File: src/rtl/fwd_hazard_if.sv
// Decode-side bundle between the pipeline and the forwarding/stall unit.
// The pipeline is master; the hazard unit is slave.
interface fwd_hazard_if #(
    parameter int NUM_RD = 2,
    parameter int DEPTH  = 3,
    parameter int DW     = 32,
    parameter int AW     = 5,
    parameter int TW     = $clog2(DEPTH + 1)
);
    logic                   issue_valid;
    logic                   issue_we;
    logic [AW-1:0]          issue_waddr;
    logic [TW-1:0]          issue_tnew;
    logic [NUM_RD*AW-1:0]   rd_addr;
    logic [NUM_RD*TW-1:0]   rd_tuse;
    logic [NUM_RD*DW-1:0]   rd_gdata;
    logic [DEPTH*DW-1:0]    stage_data;
    logic                   flush;
    logic                   stall;
    logic [NUM_RD*DW-1:0]   rd_fwd_data;
    logic [NUM_RD-1:0]      rd_fwd_hit;
    logic [15:0]            perf_stall_cnt;

    modport master (
        output issue_valid, issue_we, issue_waddr, issue_tnew,
        output rd_addr, rd_tuse, rd_gdata, stage_data, flush,
        input  stall, rd_fwd_data, rd_fwd_hit, perf_stall_cnt
    );

    modport slave (
        input  issue_valid, issue_we, issue_waddr, issue_tnew,
        input  rd_addr, rd_tuse, rd_gdata, stage_data, flush,
        output stall, rd_fwd_data, rd_fwd_hit, perf_stall_cnt
    );
endinterface

File: src/rtl/fwd_hazard_unit.sv
// Scoreboard-based operand forwarding and decode stall unit.
// Entry 0 is E, entry DEPTH-1 is W; tnew counts down as entries shift.
module fwd_hazard_unit #(
    parameter int NUM_RD = 2,
    parameter int DEPTH  = 3,
    parameter int DW     = 32,
    parameter int AW     = 5,
    parameter int TW     = $clog2(DEPTH + 1)
) (
    input logic        clk,
    input logic        reset,
    fwd_hazard_if.slave bus
);
    localparam int IW = (DEPTH > 1) ? $clog2(DEPTH) : 1;

    typedef struct packed {
        logic          valid;
        logic          we;
        logic [AW-1:0] waddr;
        logic [TW-1:0] tnew;
    } sb_entry_t;

    sb_entry_t           sb_q [DEPTH];
    logic [15:0]         perf_q;
    logic [NUM_RD-1:0]   m_found;
    logic [IW-1:0]       m_idx [NUM_RD];
    logic [NUM_RD-1:0]   port_stall;
    logic [NUM_RD-1:0]   hit_c;
    logic [NUM_RD*DW-1:0] data_c;
    logic                stall_c;
    logic [TW-1:0]       tnew_sat;

    // Scan oldest to youngest so the youngest match wins.
    always_comb begin
        m_found = '0;
        for (int k = 0; k < NUM_RD; k++) begin
            m_idx[k] = '0;
            for (int i = DEPTH - 1; i >= 0; i--) begin
                if (sb_q[i].valid && sb_q[i].we &&
                    sb_q[i].waddr == bus.rd_addr[k*AW +: AW] &&
                    sb_q[i].waddr != '0) begin
                    m_found[k] = 1'b1;
                    m_idx[k]   = IW'(i);
                end
            end
        end
    end

    always_comb begin
        data_c     = bus.rd_gdata;
        hit_c      = '0;
        port_stall = '0;
        for (int k = 0; k < NUM_RD; k++) begin
            if (m_found[k]) begin
                if (sb_q[m_idx[k]].tnew == '0) begin
                    data_c[k*DW +: DW] =
                        bus.stage_data[int'(m_idx[k])*DW +: DW];
                    hit_c[k] = 1'b1;
                end
                if (sb_q[m_idx[k]].tnew > bus.rd_tuse[k*TW +: TW])
                    port_stall[k] = 1'b1;
            end
        end
    end

    assign stall_c  = bus.issue_valid && (|port_stall);
    assign tnew_sat = (bus.issue_tnew > TW'(DEPTH - 1)) ?
                      TW'(DEPTH - 1) : bus.issue_tnew;

    always_ff @(posedge clk or negedge reset) begin
        if (!reset) begin
            for (int i = 0; i < DEPTH; i++)
                sb_q[i] <= '0;
            perf_q <= '0;
        end else begin
            if (stall_c && perf_q != 16'hFFFF)
                perf_q <= perf_q + 16'd1;
            if (bus.flush) begin
                for (int i = 0; i < DEPTH; i++)
                    sb_q[i] <= '0;
            end else begin
                // A stalled issue enters E as a bubble.
                if (bus.issue_valid && !stall_c)
                    sb_q[0] <= '{1'b1, bus.issue_we,
                                 bus.issue_waddr, tnew_sat};
                else
                    sb_q[0] <= '0;
                for (int i = 1; i < DEPTH; i++) begin
                    sb_q[i]      <= sb_q[i-1];
                    sb_q[i].tnew <= (sb_q[i-1].tnew != '0) ?
                                    sb_q[i-1].tnew - TW'(1) : '0;
                end
            end
        end
    end

    assign bus.stall          = stall_c;
    assign bus.rd_fwd_data    = data_c;
    assign bus.rd_fwd_hit     = hit_c;
    assign bus.perf_stall_cnt = perf_q;
endmodule

File: src/flat_wrapper.sv
// flat-port wrapper written by rule: the top's interface ports become plain ports
module fwd_hazard_unit_flat 
#(
    parameter int NUM_RD = 2,
    parameter int DEPTH  = 3,
    parameter int DW     = 32,
    parameter int AW     = 5,
    parameter int TW     = $clog2(DEPTH + 1)
)
  (clk, reset, bus_issue_valid, bus_issue_we, bus_issue_waddr, bus_issue_tnew, bus_rd_addr, bus_rd_tuse, bus_rd_gdata, bus_stage_data, bus_flush, bus_stall, bus_rd_fwd_data, bus_rd_fwd_hit, bus_perf_stall_cnt);
  fwd_hazard_if #(.NUM_RD(NUM_RD), .DEPTH(DEPTH), .DW(DW), .AW(AW), .TW(TW)) bus_i ();
  input logic clk;
  input logic reset;
  input wire logic [$bits(bus_i.issue_valid)-1:0] bus_issue_valid;
  input wire logic [$bits(bus_i.issue_we)-1:0] bus_issue_we;
  input wire logic [$bits(bus_i.issue_waddr)-1:0] bus_issue_waddr;
  input wire logic [$bits(bus_i.issue_tnew)-1:0] bus_issue_tnew;
  input wire logic [$bits(bus_i.rd_addr)-1:0] bus_rd_addr;
  input wire logic [$bits(bus_i.rd_tuse)-1:0] bus_rd_tuse;
  input wire logic [$bits(bus_i.rd_gdata)-1:0] bus_rd_gdata;
  input wire logic [$bits(bus_i.stage_data)-1:0] bus_stage_data;
  input wire logic [$bits(bus_i.flush)-1:0] bus_flush;
  output wire logic [$bits(bus_i.stall)-1:0] bus_stall;
  output wire logic [$bits(bus_i.rd_fwd_data)-1:0] bus_rd_fwd_data;
  output wire logic [$bits(bus_i.rd_fwd_hit)-1:0] bus_rd_fwd_hit;
  output wire logic [$bits(bus_i.perf_stall_cnt)-1:0] bus_perf_stall_cnt;
  assign bus_i.issue_valid = bus_issue_valid;
  assign bus_i.issue_we = bus_issue_we;
  assign bus_i.issue_waddr = bus_issue_waddr;
  assign bus_i.issue_tnew = bus_issue_tnew;
  assign bus_i.rd_addr = bus_rd_addr;
  assign bus_i.rd_tuse = bus_rd_tuse;
  assign bus_i.rd_gdata = bus_rd_gdata;
  assign bus_i.stage_data = bus_stage_data;
  assign bus_i.flush = bus_flush;
  assign bus_stall = bus_i.stall;
  assign bus_rd_fwd_data = bus_i.rd_fwd_data;
  assign bus_rd_fwd_hit = bus_i.rd_fwd_hit;
  assign bus_perf_stall_cnt = bus_i.perf_stall_cnt;
  fwd_hazard_unit #(.NUM_RD(NUM_RD), .DEPTH(DEPTH), .DW(DW), .AW(AW), .TW(TW)) u_core (.clk(clk), .reset(reset), .bus(bus_i));
endmodule
File: config.mk
export PLATFORM = sky130hd
export DESIGN_NAME = fwd_hazard_unit_flat
export DESIGN_NICKNAME = d
export VERILOG_FILES = /design/src/rtl/fwd_hazard_if.sv /design/src/rtl/fwd_hazard_unit.sv /design/src/flat_wrapper.sv
export SDC_FILE = /design/constraint.sdc
export NUM_CORES = 1
export LEC_CHECK = 0
export CAP_MARGIN = 30
export CORE_MARGIN = 8
export CORE_UTILIZATION = 35
export DETAILED_ROUTE_END_ITERATION = 12
export HOLD_SLACK_MARGIN = 0.03
export PLACE_DENSITY = 0.85
export SLEW_MARGIN = 10
export SYNTH_ARGS = -nofsm -noshare
export SYNTH_HDL_FRONTEND = slang
export SYNTH_SLANG_ARGS = --single-unit
File: constraint.sdc
create_clock -name clk -period 3.3 [get_ports clk]
set_input_delay 0.495 -clock clk [delete_from_list [all_inputs] [get_ports clk]]
set_output_delay 0.495 -clock clk [all_outputs]
set_load 0.005 [all_outputs]
==> run summary, run 1 <==
Main metrics from the flow reports.

Power attributed to the clock group is 476 uW. The flow ran to the end, but the final reports show violations. At the later pin of the worst-skew pair, clock insertion delay measures 280 ps. The most critical setup path has its endpoint at bus_rd_fwd_data[60]. The final-report hold violation count came out at 0. The worst setup slack after placement came out at -773 ps. The sum of internal, switching and leakage power came out at 1.60 mW. For this run, combinational gates with multiple inputs come to 412. The initial antenna violation count was 1. The buffer_ports step reported a buffer count of 268. The max-capacitance violation count came out at 0. The count of instances resized after the clock tree is built came out at 410. The most frequently used library cell after synthesis is nor2_1. The number of ordinary and repair buffers in the finished layout is 355. The logs give a warning total of 28.

The commonest cells after synthesis are 68 x nor2_1, 66 x o22ai_1, 64 x a21oi_1, 58 x mux2_4, 43 x dfrtp_1. The inverter count is 8. The average routed wire per standard cell is 21.7 um. The minimum setup slack in the final design came out at -334 ps. The data arrival time of the critical path is 3140 ps. The number of vias per cell came out at 5.49. The ratio of total power to cell area is 190 nW/um2. The checks that failed: negative setup slack. TritonRoute reported its final design rule violation total as 0.

The TritonCTS clock tree is yes. The number of placed instances, taps included came out at 956. For the pin with the worst max-slew slack, the measured transition is 756 ps. The worst-path cell with the longest stage delay is or4_4. The die height came out at 128 um. The placed wire-length estimate is 15800 um. The synthesized area divided by synthesized cell count is 8.81 um2.

The adder and majority gate portion of the synthesized area came out at 1.42%. The critical path is of the in -> out type. By area, the combinational part of the netlist is dominated by multiplexers. Summing over every cut layer, the via total after detailed routing is 5487. The hold-fix buffer count after cts is 0. The combinational power came out at 583 uW. Once the clock tree was built, the setup fixing pass inserted 37 buffers. The tightest hold margin came out at 87.9 ps.

The total negative setup slack came out at -14730 ps. Counting flops with a built-in enable in the synthesized netlist gives 0. The cell count of the worst reg-to-reg path is 15. The violation tally recorded at the end of detailed-routing iteration 0 is 444. Sequential cells account for 34.0% of the total power. The power drawn by the sequential cells came out at 545 uW. The antenna cell count is 1. The wire length on met2 is 11200 um. The H-tree depth is 2. The switching share of total power is 24.7%. The number of buffers and inverters on the critical path came out at 7. The worst clock skew is 1.84 ps. Sorting the synthesized cells by area gives the leading types as dfrtp_1 24%, mux2_4 20%, o22ai_1 9.4%. For the worst reg-to-reg path, the endpoint reported by OpenROAD is u_core.bus.perf_stall_cnt[1].

Entering global routing, the biggest net connects 44 pins. The number of global-route vias before repair is 5663. Per the layout area report, the register area comes to 1080 um2.

According to the floorplan report, the die width is 128 um. The layer flagged by global routing as most heavily used is met2. In the synthesized netlist, mux cells make up 22.0% of the area. STA classifies the critical path startpoint as an input port. The path length in cells of the critical path came out at 14. The synthesis-to-finish area growth came out at 91.3%.

The internal power consumption is 1.21 mW. Global routing consumed, on the met3 layer, 6.32% of the routing resources. The post-route fraction of the period consumed by the critical path is 110%. After detailed routing, the total wire length is 21700 um. The AND-OR/OR-AND share of the synthesized area is 21.3%.

The root buffer cell is clkbuf_16. The required time of the worst setup path is 2800 ps. The final weighted congestion in routability-driven placement is 0.927. The cell-mix breakdown from Yosys lists the XOR/XNOR area share as 8.93%.

The clock period minus worst slack is 3630 ps. The largest area contributor in the netlist is dfrtp_1. The final count of negative-setup-slack endpoints came out at 67. Cells with a size suffix above 1 make up 33.4% of the layout. The share of the yosys chip area belonging to registers came out at 24.4%. The timing report gives the biggest stage delay along the critical path as 540 ps. The worst setup path is captured at an output pin. Headroom to the max-slew limit came out at 49.4%.

Summed over all cells, the static leakage comes to 3.89 nW. The switching power total came out at 396 uW. The fraction of cell area in non-clock buffers is 42.9%. Looking at the reg2reg group, the worst path starts from u_core.sb_q[3]. Derived from the worst setup path, the maximum achievable clock frequency is 275 MHz. The part of the total power dissipated in combinational logic came out at 36.4%.

Global routing used 44.8% of the available met2 tracks. The clock buffer and inverter area fraction after layout is 1.68%. The chip occupies 16500 um2. Ranked by flip-flop count, first place goes to u_core.sb_q. The global routing report lists met1 layer usage as 26.1%. The yosys-reported design area after synthesis is 4410 um2. Ranked by power, first place goes to combinational logic. Max fanout on the critical path was recorded as 5. The count of different cell masters after synthesis came out at 41.

In this run the top signal layer used is met4. The post-place instance area is 7580 um2. The I/O pin total came out at 269. The TritonCTS sink count came out at 43. The finished design was reported to have a net count of 1016. The clock buffer count in the final layout came out at 6.

The mapped cell area is 4410 um2. The number of max-slew violations in the final report is 0.
Run 1, placed cells, one color a class:
Scale bar: 50 um.
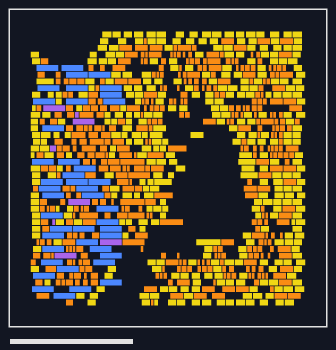
Yellow shows other buffers and delay cells, cells 355, share of their area 44%. Orange shows combinational and other logic, cells 420, share of their area 41%. Blue shows flops, cells 43, share of their area 13%. Purple shows clock drivers and dummy loads, cells 8, share of their area 1.7%.
Finished Cell Area: 8440 um2
core occupancy in the finished layout: 67.7%
number of cell rows: 41
Placeable Area: 12500 um2

Run 1, gate-type map:
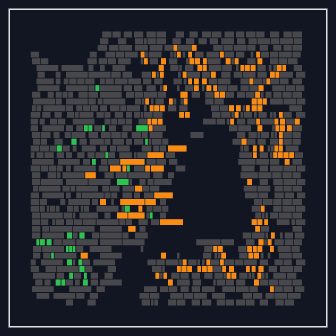
Orange shows inverting AOI/OAI gates, cells 147, most used o22ai_1. Green shows NAND gates, cells 31, most used nand2_1.
dominant logic cell type in the layout: clkdlybuf4s50_1
post-route non-filler standard cell count: 999
Comb area share: 39.8%

Run 1, placed standard cells:
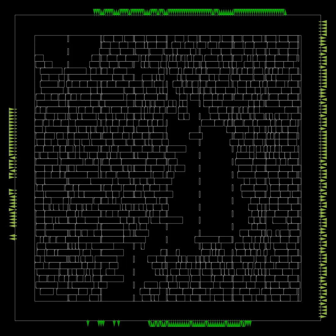
FF+latch count: 43
number of fill cells: 909
share of the final layout cell area in sequential cells: 12.7%
Tap Count: 172

Run 1, routed clock nets over the placement:
Scale bar: 50 um.
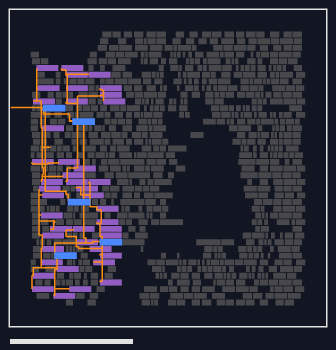

--- run 2 (diff from run 1) ---
--- a/config.mk
+++ b/config.mk
@@ -10,7 +10,7 @@
 export CORE_UTILIZATION = 35
 export DETAILED_ROUTE_END_ITERATION = 12
 export HOLD_SLACK_MARGIN = 0.03
-export PLACE_DENSITY = 0.85
+export PLACE_DENSITY = 0.9
 export SLEW_MARGIN = 10
 export SYNTH_ARGS = -nofsm -noshare
 export SYNTH_HDL_FRONTEND = slang
Run 2, routed clock nets over the placement:
Scale bar: 50 um.
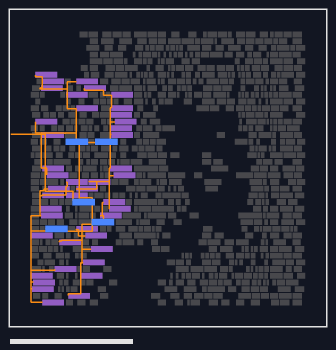
Orange shows clock wires, length 482 um. Purple shows flip-flops, count 43. Blue shows clock drivers, count 5.
There are 6 routed clock nets.

Run 2, placed standard cells:
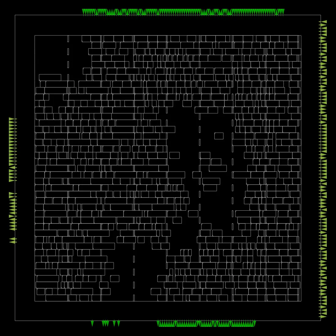
post-route non-filler standard cell count: 1009
core occupancy in the finished layout: 68.5%

==> run 2 against run 1 <==
Effect of this change:
- the flow still finishes with violations (negative setup slack)
- die size unchanged
- combinational power about the same
- synthesized cell count unchanged
- largest power group unchanged
- highest routed layer unchanged
==> run summary, run 2 <==
Main metrics from the flow reports.

The met3 routing resource usage after global routing came out at 4.28%. TritonCTS built the clock tree. The finished cells cover 8540 um2. The synthesis-to-finish area growth came out at 93.5%. In the setup report, the worst path falls into the class reg -> out.

The number of placed instances, taps included is 970. The main area contributors are dfrtp_1 24%, mux2_4 20%, o22ai_1 9.4%. The launch point of the critical path was reported as u_core.sb_q[14]. Leaving out fill and tap cells, the most frequent cell in the layout is clkdlybuf4s50_1. The main kind of combinational logic by area is multiplexers. The root buffer cell is clkbuf_16. After synthesis, flip-flops and latches occupy 24.4% of the total area. Entering global routing, the biggest net connects 44 pins. The fraction of layout instances using a drive strength above 1 came out at 33.8%. The flop share of the area came out at 12.6%. The worst setup path is captured at an output pin.

The launch point of the worst register-to-register path is recorded as u_core.sb_q[14]. For this run, the slowest stage of the critical path takes 580 ps. The logic share of the area is 38.7%.

The number of rows created at floorplan is 41. The routing usage on met2 is 45.7%. The proportion of synthesized area in mux cells is 22.0%. In this run, the synthesized area fraction spent on AND-OR/OR-AND gates is recorded as 21.3%. The register bank with the most flops is u_core.sb_q.

The fraction of cell area in non-clock buffers came out at 44.1%. The global router reports that the layer with the highest usage is met2. Per the detail_route log, the uppermost layer with routed signals is met4. The worst clock skew is 2.77 ps. For this block, the routed nets add up to 21600 um of wire. The number of tapcells is 172.

The worst-path cell with the longest stage delay is or4_4. The leakage power total is 3.92 nW. The ratio of total power to cell area came out at 188 nW/um2. The count of tool warnings came out at 28.

The clock buffer and inverter area fraction after layout is 1.69%. The placed wire-length estimate came out at 15800 um. The max-slew check reports its worst relative slack as 73.9%. In the final design, more cell area goes to non-clock buffers than to any other class. The area fraction of the largest cell type after synthesis is 24.4%. The number of max-slew violations in the final report came out at 0. The clock period minus worst slack is 3530 ps. The tightest hold margin came out at 133 ps.

The first routing iteration left 387 violations. The path length in cells of the critical path is 13. The synthesis-stage register bit count is 43. The average routed wire per standard cell is 21.4 um. The multi-input combinational gate total came out at 411. The number of buffers and inverters on the critical path is 7. The number of filler instances in the final layout came out at 909. The overall via count from detail_route came out at 5433. Sorting the synthesis cell report by count puts at the top nor2_1. The residual DRC count came out at 0.

The switching share of total power came out at 24.0%. STA lists the maximum fanout along the critical path as 5. The net switching power in the latest report is 386 uW. The post-route fraction of the period consumed by the critical path is 107%. The adder and majority gate portion of the synthesized area is 1.42%.

The I/O pin total is 269. The total negative setup slack came out at -10720 ps. The final layout report lists a clock buffer count of 6. The analysis reports a worst IR drop on VDD of 401 uV.

The internal power consumption is 1.22 mW. The initial antenna violation count came out at 0. The run reported a max-capacitance violation count of 0.

The number of ordinary and repair buffers in the finished layout came out at 368. The post-place instance area came out at 7700 um2. STA shows the worst reg2reg path with a cell count of 18. In this run the cell area of the synthesized design comes to 4410 um2. At the worst endpoint, the required time is 2800 ps. The xor/xnor share of the synthesized area came out at 8.93%. The number of antenna-violating nets in the routed design came out at 0. The design draws 1.61 mW. Data on the critical path arrives at its endpoint at 3030 ps. The power drawn by the sequential cells came out at 545 uW. The TritonCTS sink count is 43. Once the clock tree was built, the resizer swapped 356 gates to a different size. The die is 128 um tall. The worst setup slack after placement came out at -773 ps. For the worst reg-to-reg path, the endpoint reported by OpenROAD is u_core.bus.perf_stall_cnt[0]. The capturing element of the worst setup path is bus_rd_fwd_data[6]. The clock passes through at most 2 buffers. The area inside the core boundary is 12500 um2. The met1 demand-to-capacity share in global routing is 25.9%.

The H-tree depth came out at 2. 0 antenna diodes ended up in the layout. Dividing the detail-routed via count by the number of cells gives 5.38. The area taken by flip-flops and latches came out at 1080 um2. The final reports fail on negative setup slack. The part of the total power dissipated in combinational logic is 36.3%. The combinational power reported by the tool is 585 uW. The final count of negative-setup-slack endpoints is 77. The skew report gives the latency at the later pin of the worst-skew pair as 280 ps. Port buffering added 268 buffers. The wire length on met2 came out at 11400 um. The clock network power consumption came out at 480 uW. The hold-fix buffer count after cts came out at 0. The number of global-route vias before repair came out at 5669. After layout, the inverter instance count without clock inverters stands at 8. The post-CTS setup buffer count is 34.

STA classifies the critical path startpoint as a register. The run finished, with violations left. The final-report hold violation count is 0. The yosys-reported design area after synthesis is 4410 um2. The final net count came out at 1028. The critical path in the final layout is reported with a setup slack of -225 ps.

The power group with the highest consumption is combinational logic. By count the netlist is led by 68 x nor2_1, 66 x o22ai_1, 64 x a21oi_1, 58 x mux2_4, 43 x dfrtp_1. Of the total power, registers draw 33.9%. dfrtp_1 takes more of the synthesized area than any other cell. The highest achievable clock rate came out at 284 MHz. The measured slew at the worst slew-check pin is 391 ps. The floorplan die area is 16500 um2.

The final weighted congestion in routability-driven placement came out at 0.954. Dividing the synthesized area by the synthesized cell count gives 8.81 um2. The number of flops mapped to enable cells by yosys came out at 0. The number of sequential cells is 43. The gate-level netlist out of Yosys references 41 unique cell types.

The overall die width is 128 um.
Power is estimated from default activity; no workload was simulated.
